--- src/rtl/mem_arbiter.sv ---
// Arbiter that shares one single-ported 16-bit memory between instruction fetch and the data stage.
// Fixed data priority with a starvation guard that eventually forces a fetch grant.
module mem_arbiter #(
    parameter int unsigned LAT    = 2,
    parameter int unsigned STARVE = 3
) (
    input  logic        clk,
    input  logic        rst,
    input  logic        halt,
    input  logic        if_req,
    input  logic [15:0] if_addr,
    output logic        if_ack,
    output logic [15:0] if_rdata,
    input  logic        dm_req,
    input  logic        dm_wr,
    input  logic [15:0] dm_addr,
    input  logic [15:0] dm_wdata,
    output logic        dm_ack,
    output logic [15:0] dm_rdata,
    output logic        mem_en,
    output logic        mem_wr,
    output logic [15:0] mem_addr,
    output logic [15:0] mem_wdata,
    input  logic [15:0] mem_rdata,
    output logic        busy
);

    localparam int unsigned CW = 3;
    localparam int unsigned AW = 16;
    localparam int unsigned DW = 16;
    localparam int unsigned SW = (STARVE < 2) ? 1 : $clog2(STARVE + 1);

    typedef enum logic [1:0] {
        IDLE    = 2'd0,
        BUSY_IF = 2'd1,
        BUSY_DM = 2'd2
    } state_t;

    state_t          state_q, state_d;
    logic [CW-1:0]   cnt_q, cnt_d;
    logic [SW-1:0]   starve_q, starve_d;
    logic            busy_d;
    logic            mem_en_d;
    logic            mem_wr_d;
    logic [AW-1:0]   mem_addr_d;
    logic [DW-1:0]   mem_wdata_d;

    logic            arb_point;
    logic            fetch_ok;
    logic            data_ok;
    logic            starve_hit;
    logic            grant_if;
    logic            grant_dm;

    // The ack cycle is the last BUSY cycle; read data passes straight through from the memory.
    assign if_ack   = (state_q == BUSY_IF) && (cnt_q == '0);
    assign dm_ack   = (state_q == BUSY_DM) && (cnt_q == '0);
    assign if_rdata = if_ack ? mem_rdata : '0;
    assign dm_rdata = (dm_ack && !mem_wr) ? mem_rdata : '0;

    // A requester being acked this cycle is not eligible, so the other side gets the slot with no bubble.
    assign arb_point  = (state_q == IDLE) || (cnt_q == '0);
    assign fetch_ok   = if_req && !halt && !if_ack;
    assign data_ok    = dm_req && !dm_ack;
    assign starve_hit = (starve_q >= SW'(STARVE));
    assign grant_if   = arb_point && fetch_ok && (starve_hit || !data_ok);
    assign grant_dm   = arb_point && data_ok && !grant_if;

    always_comb begin
        state_d     = state_q;
        cnt_d       = cnt_q;
        starve_d    = starve_q;
        busy_d      = busy;
        mem_en_d    = 1'b0;
        mem_wr_d    = mem_wr;
        mem_addr_d  = mem_addr;
        mem_wdata_d = mem_wdata;

        if (grant_if) begin
            state_d     = BUSY_IF;
            cnt_d       = CW'(LAT - 1);
            busy_d      = 1'b1;
            mem_en_d    = 1'b1;
            mem_wr_d    = 1'b0;
            mem_addr_d  = if_addr;
            mem_wdata_d = '0;
        end else if (grant_dm) begin
            state_d     = BUSY_DM;
            cnt_d       = CW'(LAT - 1);
            busy_d      = 1'b1;
            mem_en_d    = 1'b1;
            mem_wr_d    = dm_wr;
            mem_addr_d  = dm_addr;
            mem_wdata_d = dm_wdata;
        end else if (arb_point) begin
            state_d = IDLE;
            cnt_d   = '0;
            busy_d  = 1'b0;
        end else begin
            cnt_d = cnt_q - CW'(1);
        end

        // Starvation count only tracks data grants that bypass a waiting fetch.
        if (!if_req || grant_if) begin
            starve_d = '0;
        end else if (grant_dm && !starve_hit) begin
            starve_d = starve_q + SW'(1);
        end
    end

    always_ff @(posedge clk or negedge rst) begin
        if (!rst) begin
            state_q   <= IDLE;
            cnt_q     <= '0;
            starve_q  <= '0;
            busy      <= 1'b0;
            mem_en    <= 1'b0;
            mem_wr    <= 1'b0;
            mem_addr  <= '0;
            mem_wdata <= '0;
        end else begin
            state_q   <= state_d;
            cnt_q     <= cnt_d;
            starve_q  <= starve_d;
            busy      <= busy_d;
            mem_en    <= mem_en_d;
            mem_wr    <= mem_wr_d;
            mem_addr  <= mem_addr_d;
            mem_wdata <= mem_wdata_d;
        end
    end

endmodule

--- config.mk ---
export PLATFORM = sky130hd
export DESIGN_NAME = mem_arbiter
export DESIGN_NICKNAME = d
export VERILOG_FILES = /design/src/rtl/mem_arbiter.sv
export SDC_FILE = /design/constraint.sdc
export NUM_CORES = 1
export LEC_CHECK = 0
export ABC_CLOCK_PERIOD_IN_PS = 2980
export CAP_MARGIN = 0
export CORE_ASPECT_RATIO = 1.1
export CORE_MARGIN = 3
export CORE_UTILIZATION = 40
export DETAILED_ROUTE_END_ITERATION = 7
export PLACE_DENSITY = 0.95
export SLEW_MARGIN = 0
export SYNTH_ARGS = -nofsm -noshare
export SYNTH_HDL_FRONTEND = slang
export SYNTH_SLANG_ARGS = --single-unit
export TNS_END_PERCENT = 50
--- constraint.sdc ---
create_clock -name clk -period 2.98 [get_ports clk]
set_input_delay 0.894 -clock clk [delete_from_list [all_inputs] [get_ports clk]]
set_output_delay 0.894 -clock clk [all_outputs]
set_load 0.01 [all_outputs]
Fig. 1: run 1, sequential cells colored by netlist name
Bar = 20 um.
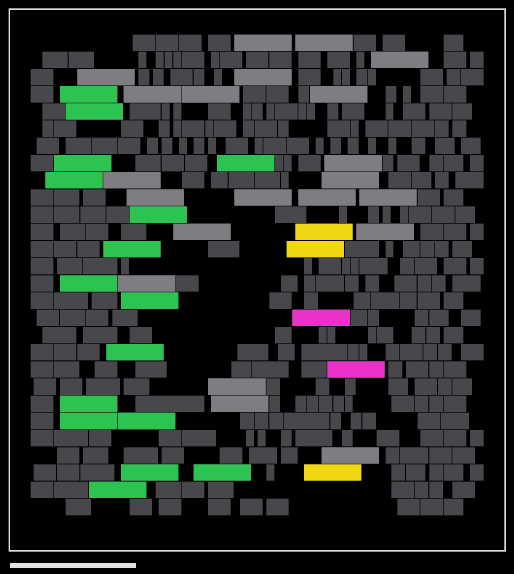
color	name in the netlist	placed flops
green	mem_addr	16
yellow	cnt_q	3
magenta	state_q	2

Fig. 2: run 1, wiring by layer
Bar = 20 um. Only two layers are drawn.
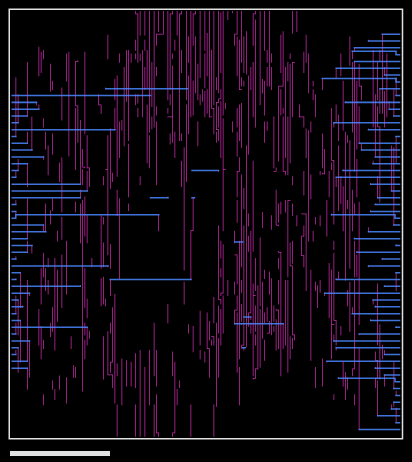
color	layer	wire length
magenta	M2	3280 um
blue	M3	679 um

==> ci_impl_report.md, run 1 <==
## Synthesis and layout report

| Metric | Value |
|---|---|
| Net Count, Synth | just under 300 |
| Port buffer count | 138 |
| Grt peak-use layer | met2 |
| IR Drop Worst-Case VDD | 0.537 mV |
| Die area | 6680 sq um |
| Highest routed layer | met4 |
| Final Setup Violations | 0 |
| Diode insertion count for antenna repair | 0 |
| Number of enable flip-flop cells | 0 |
| Fraction of synthesized cell area in xor and xnor cells | 0 |
| Launch point of the critical path | mem_rdata[6] |
| Detailed route wirelength on metal2 | between 3000 and 4000 um |
| Pin count of the biggest net entering global routing | 43 |
| Worst min-delay path startpoint | mem_wdata[9] |
| Pre-Place Util | 0.420 |
| Average detailed-routed wire length per instance | 14.8 um |
| Number of endpoints with negative hold slack in the final report | 0 |
| Area share of and-or/or-and cells after synthesis | 0.0922 |
| Category of cells accounting for the largest share of critical-path delay | buffers and inverters |
| Longest Clk Path Bufs | 2 |
| Net total in the final layout | 433 |
| Die Wd | 78.2 um |
| Worst hold slack across all endpoints | ~0.53 ns |
| DRT Wirelength | 6470 um |
| IO Pins | roughly 140 |
| Cell depth of the worst flop-to-flop path | 7 |
| Crit end category | output pin |
| Instance area at placement | around 3700 sq um |
| Power group with the largest share | combinational cells |
| Iteration-0 DRC Markers | about 120 |
| Actual slew at the worst max-slew pin | 0.923 ns |
| Critical-path cell with the highest stage delay | sky130_fd_sc_hd__clkdlybuf4s50_1 |
| Total Power Consumption | 3.35 mW |
| Commonest cells after routing, fill and taps aside | sky130_fd_sc_hd__clkdlybuf4s50_1 (115), sky130_fd_sc_hd__dfrtp_1 (42), sky130_fd_sc_hd__nand2_1 (40) |
| Endpoint of the worst setup timing path | if_rdata[6] |
| Number of standard cells after synthesis | 220 |
| Startpoint of the worst-slack reg-to-reg timing path | cnt_q[0] |
| Fraction of synthesis flops using an asynchronous set or reset pin | 1.00 |
| Via density per instance | a little under 5 |
| Final worst-path cycle share | 0.992 |
| Setup TNS | 0 ns |
| Most instantiated logic cell after routing | sky130_fd_sc_hd__clkdlybuf4s50_1 |
| Synth top area cells | sky130_fd_sc_hd__dfrtp_1 (46%), sky130_fd_sc_hd__mux2_2 (6.9%), sky130_fd_sc_hd__mux2_4 (6.5%) |
| Status | complete, no violations |
| Biggest fanout along the worst timing path | 2 |
| Biggest registers after layout | mem_addr: 16 flops, mem_wdata: 16 flops, cnt_q: 3 flops |
| Non-clock buffering overhead in the final layout | 0.372 |
| Top achievable clock speed | 0.338 GHz |
| Critical Path Source Type | input port |
| Most common cell in the netlist | sky130_fd_sc_hd__dfrtp_1 |
| Root buffer selected by CTS | sky130_fd_sc_hd__clkbuf_8 |
| TritonCTS clock tree | yes |
| Detail Placement HPWL | ~5000 um |
| Antenna violations before repair | 0 |
| Fraction of synthesized area in multiplexers | 0.178 |
| Residual overflow from global routing | 0 |
| Dominant kind of combinational cell | simple AND/OR/NAND/NOR gates |
| Tool warning count | 27 |
| Synthesis Warnings | 0 |
| Number of logic stages on the critical path including buffering | 3 |
| Number of distinct standard cells referenced by the synthesized netlist | 31 |
| Proportion of synthesized chip area in sequential cells | 0.458 |
| Switching power share of the total | 0.356 |
| Simple-gate area share of the yosys netlist | 0.211 |
| Max Transition Viols Final | 0 |
| Clk cell area share | 0.0292 |
| Number of stages on the worst hold path | 2 |
| Detailed-route via count | 2142 |
| Seq. cell area | 1050 sq um |
| Worst path setup slack after routing | roughly 0.025 ns |
| Synth Area in Adders | 0.0164 |
Fig. 3: run 1, the clock network
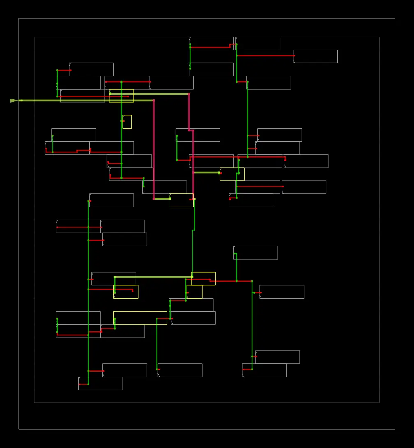
clock buffers created by TritonCTS: 5
total clock sinks: 42
source-to-sink clock delay at the later pin of the worst-skew pair: 0.29 ns
tally of clock buffers in the finished layout: 5

## Run 2: what changed since run 1
--- a/config.mk
+++ b/config.mk
@@ -5,6 +5,7 @@
 export SDC_FILE = /design/constraint.sdc
 export NUM_CORES = 1
 export LEC_CHECK = 0
+export ABC_AREA = 0
 export ABC_CLOCK_PERIOD_IN_PS = 2980
 export CAP_MARGIN = 0
 export CORE_ASPECT_RATIO = 1.1
Fig. 4: run 2, wiring by layer
Bar = 20 um. Only two layers are drawn.
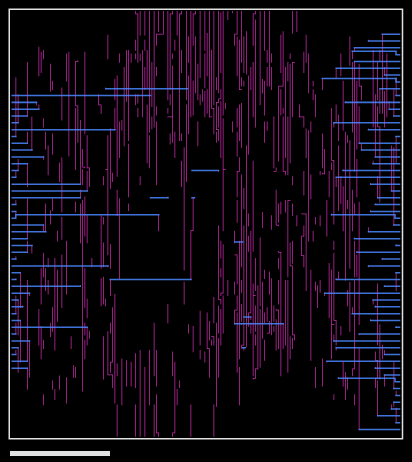
color	layer	wire length
blue	M3	679 um
magenta	M2	3280 um

Fig. 5: run 2, the clock network
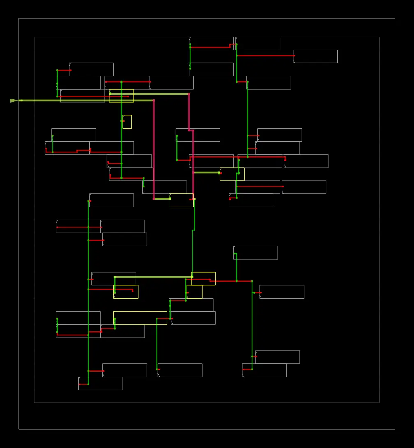
Seq Cell Count: 42
Worst Skew: 0.00735 ns
reported clock group power: 0.451 mW

Fig. 6: run 2, sequential cells colored by netlist name
Bar = 20 um.
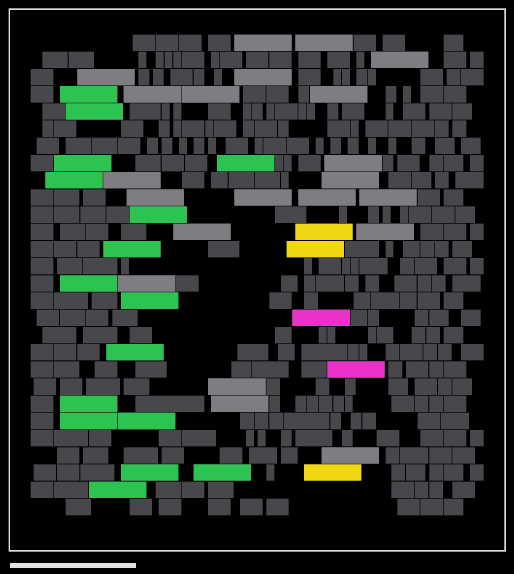
color	name in the netlist	placed flops
magenta	state_q	2
yellow	cnt_q	3
green	mem_addr	16
not colored	21

==> run 2 against run 1 <==
  * Power unchanged
  * Core utilization unchanged
  * Clock power about the same
  * Cell area unchanged
  * Critical path type unchanged
  * Global-route usage unchanged
  * Critical endpoint unchanged
  * Worst hold slack unchanged
  * Clock skew unchanged
  * Critical path depth unchanged
  * First-iteration DRC count unchanged
  * Sequential cell count unchanged
==> ci_impl_report.md, run 2 <==
## Synthesis and layout report

| Metric | Value |
|---|---|
| Fraction of synthesized area in multiplexers | 0.178 (unchanged) |
| Detail Placement HPWL | 5010 um (unchanged) |
| Fraction of synthesis flops using an asynchronous set or reset pin | 1.00 (unchanged) |
| Critical Path Source Type | input port (unchanged) |
| IR Drop Worst-Case VDD | 0.537 mV (unchanged) |
| Highest routed layer | met4 (unchanged) |
| Number of stages on the worst hold path | 2 (unchanged) |
| Actual slew at the worst max-slew pin | 0.923 ns (unchanged) |
| Biggest fanout along the worst timing path | 2 (unchanged) |
| Setup TNS | 0 ns (unchanged) |
| Synthesis Warnings | 0 (unchanged) |
| Residual overflow from global routing | 0 (unchanged) |
| Final critical delay including setup and external delays | 2.95 ns (unchanged) |
| Critical-path cell with the highest stage delay | sky130_fd_sc_hd__clkdlybuf4s50_1 (unchanged) |
| Crit end category | output pin (unchanged) |
| Launch point of the critical path | mem_rdata[6] (unchanged) |
| Pin count of the biggest net entering global routing | 43 (unchanged) |
| Dominant kind of combinational cell | simple AND/OR/NAND/NOR gates (unchanged) |
| Source-to-sink clock delay at the later pin of the worst-skew pair | 0.29 ns (about the same) |
| Power group with the largest share | combinational cells (unchanged) |
| Total clock sinks | 42 (unchanged) |
| Instance area at placement | 3740 sq um (unchanged) |
| Synth top area cells | sky130_fd_sc_hd__dfrtp_1 (46%), sky130_fd_sc_hd__mux2_2 (6.9%), sky130_fd_sc_hd__mux2_4 (6.5%) (unchanged) |
| Endpoint of the worst setup timing path | if_rdata[6] (unchanged) |
| Part of the power in registers | 0.296 (about the same) |
| Tally of clock buffers in the finished layout | 5 (unchanged) |
| Number of endpoints with negative hold slack in the final report | 0 (unchanged) |
| Simple-gate area share of the yosys netlist | 0.211 (unchanged) |
| Antenna violations before repair | 0 (unchanged) |
| Cell area after technology mapping | 2290 sq um (unchanged) |
| Switching power share of the total | 0.356 (unchanged) |
| Longest Clk Path Bufs | 2 (unchanged) |
| Cell depth of the worst flop-to-flop path | 7 (unchanged) |
| Die area | 6680 sq um (unchanged) |
| Detailed route wirelength on metal2 | 3280 um (unchanged) |
| Die Wd | 78.2 um (unchanged) |
| Area share of and-or/or-and cells after synthesis | 0.0922 (unchanged) |
| Port buffer count | 138 (unchanged) |
| Diode insertion count for antenna repair | 0 (unchanged) |
| Seq. cell area | 1050 sq um (unchanged) |
| Startpoint of the worst-slack reg-to-reg timing path | cnt_q[0] (unchanged) |
| Final worst-path cycle share | 0.992 (unchanged) |
| Worst path setup slack after routing | 0.0252 ns (unchanged) |
| Clk cell area share | 0.0292 (unchanged) |
| Non-clock buffering overhead in the final layout | 0.372 (unchanged) |
| Max Transition Viols Final | 0 (unchanged) |
| Synth Area in Adders | 0.0164 (unchanged) |
| Via density per instance | 4.91 (unchanged) |
| Top achievable clock speed | 0.338 GHz (unchanged) |
| Most common cell in the netlist | sky130_fd_sc_hd__dfrtp_1 (unchanged) |
| TritonCTS clock tree | yes (unchanged) |
| Std cell rows | 28 (unchanged) |
| Most instantiated logic cell after routing | sky130_fd_sc_hd__clkdlybuf4s50_1 (unchanged) |
| IO Pins | 139 (unchanged) |
| Number of enable flip-flop cells | 0 (unchanged) |
| Detailed-route via count | 2142 (unchanged) |
| Average detailed-routed wire length per instance | 14.8 um (unchanged) |
| Category of cells accounting for the largest share of critical-path delay | buffers and inverters (unchanged) |
| Worst min-delay path startpoint | mem_wdata[9] (unchanged) |
| Commonest cells after routing, fill and taps aside | sky130_fd_sc_hd__clkdlybuf4s50_1 (115), sky130_fd_sc_hd__dfrtp_1 (42), sky130_fd_sc_hd__nand2_1 (40) (unchanged) |
| Number of logic stages on the critical path including buffering | 3 (unchanged) |
| Worst hold slack across all endpoints | 0.527 ns (unchanged) |
| Pre-Place Util | 0.420 (unchanged) |
| Clock buffers created by TritonCTS | 5 (unchanged) |
| DRT Wirelength | 6470 um (unchanged) |
| Status | complete, no violations (unchanged) |
| Dominant class by area | non-clock buffers (unchanged) |
| Met1 GRT Util | 0.207 (unchanged) |
| Proportion of synthesized chip area in sequential cells | 0.458 (unchanged) |
| Place WS | 0.00819 ns (unchanged) |
| Number of distinct standard cells referenced by the synthesized netlist | 31 (unchanged) |
| Net Count, Synth | 293 (unchanged) |
| Biggest registers after layout | mem_addr: 16 flops, mem_wdata: 16 flops, cnt_q: 3 flops (unchanged) |
| Tool warning count | 27 (unchanged) |
| Fraction of synthesized cell area in xor and xnor cells | 0 (unchanged) |
| Global-route usage over all layers | 0.193 (unchanged) |
| Net total in the final layout | 433 (unchanged) |
| Final Setup Violations | 0 (unchanged) |
| Number of standard cells after synthesis | 220 (unchanged) |
| Cells in synth_stat.txt | 220 (unchanged) |
No activity file was given, so power comes from the tool's default toggle rates.
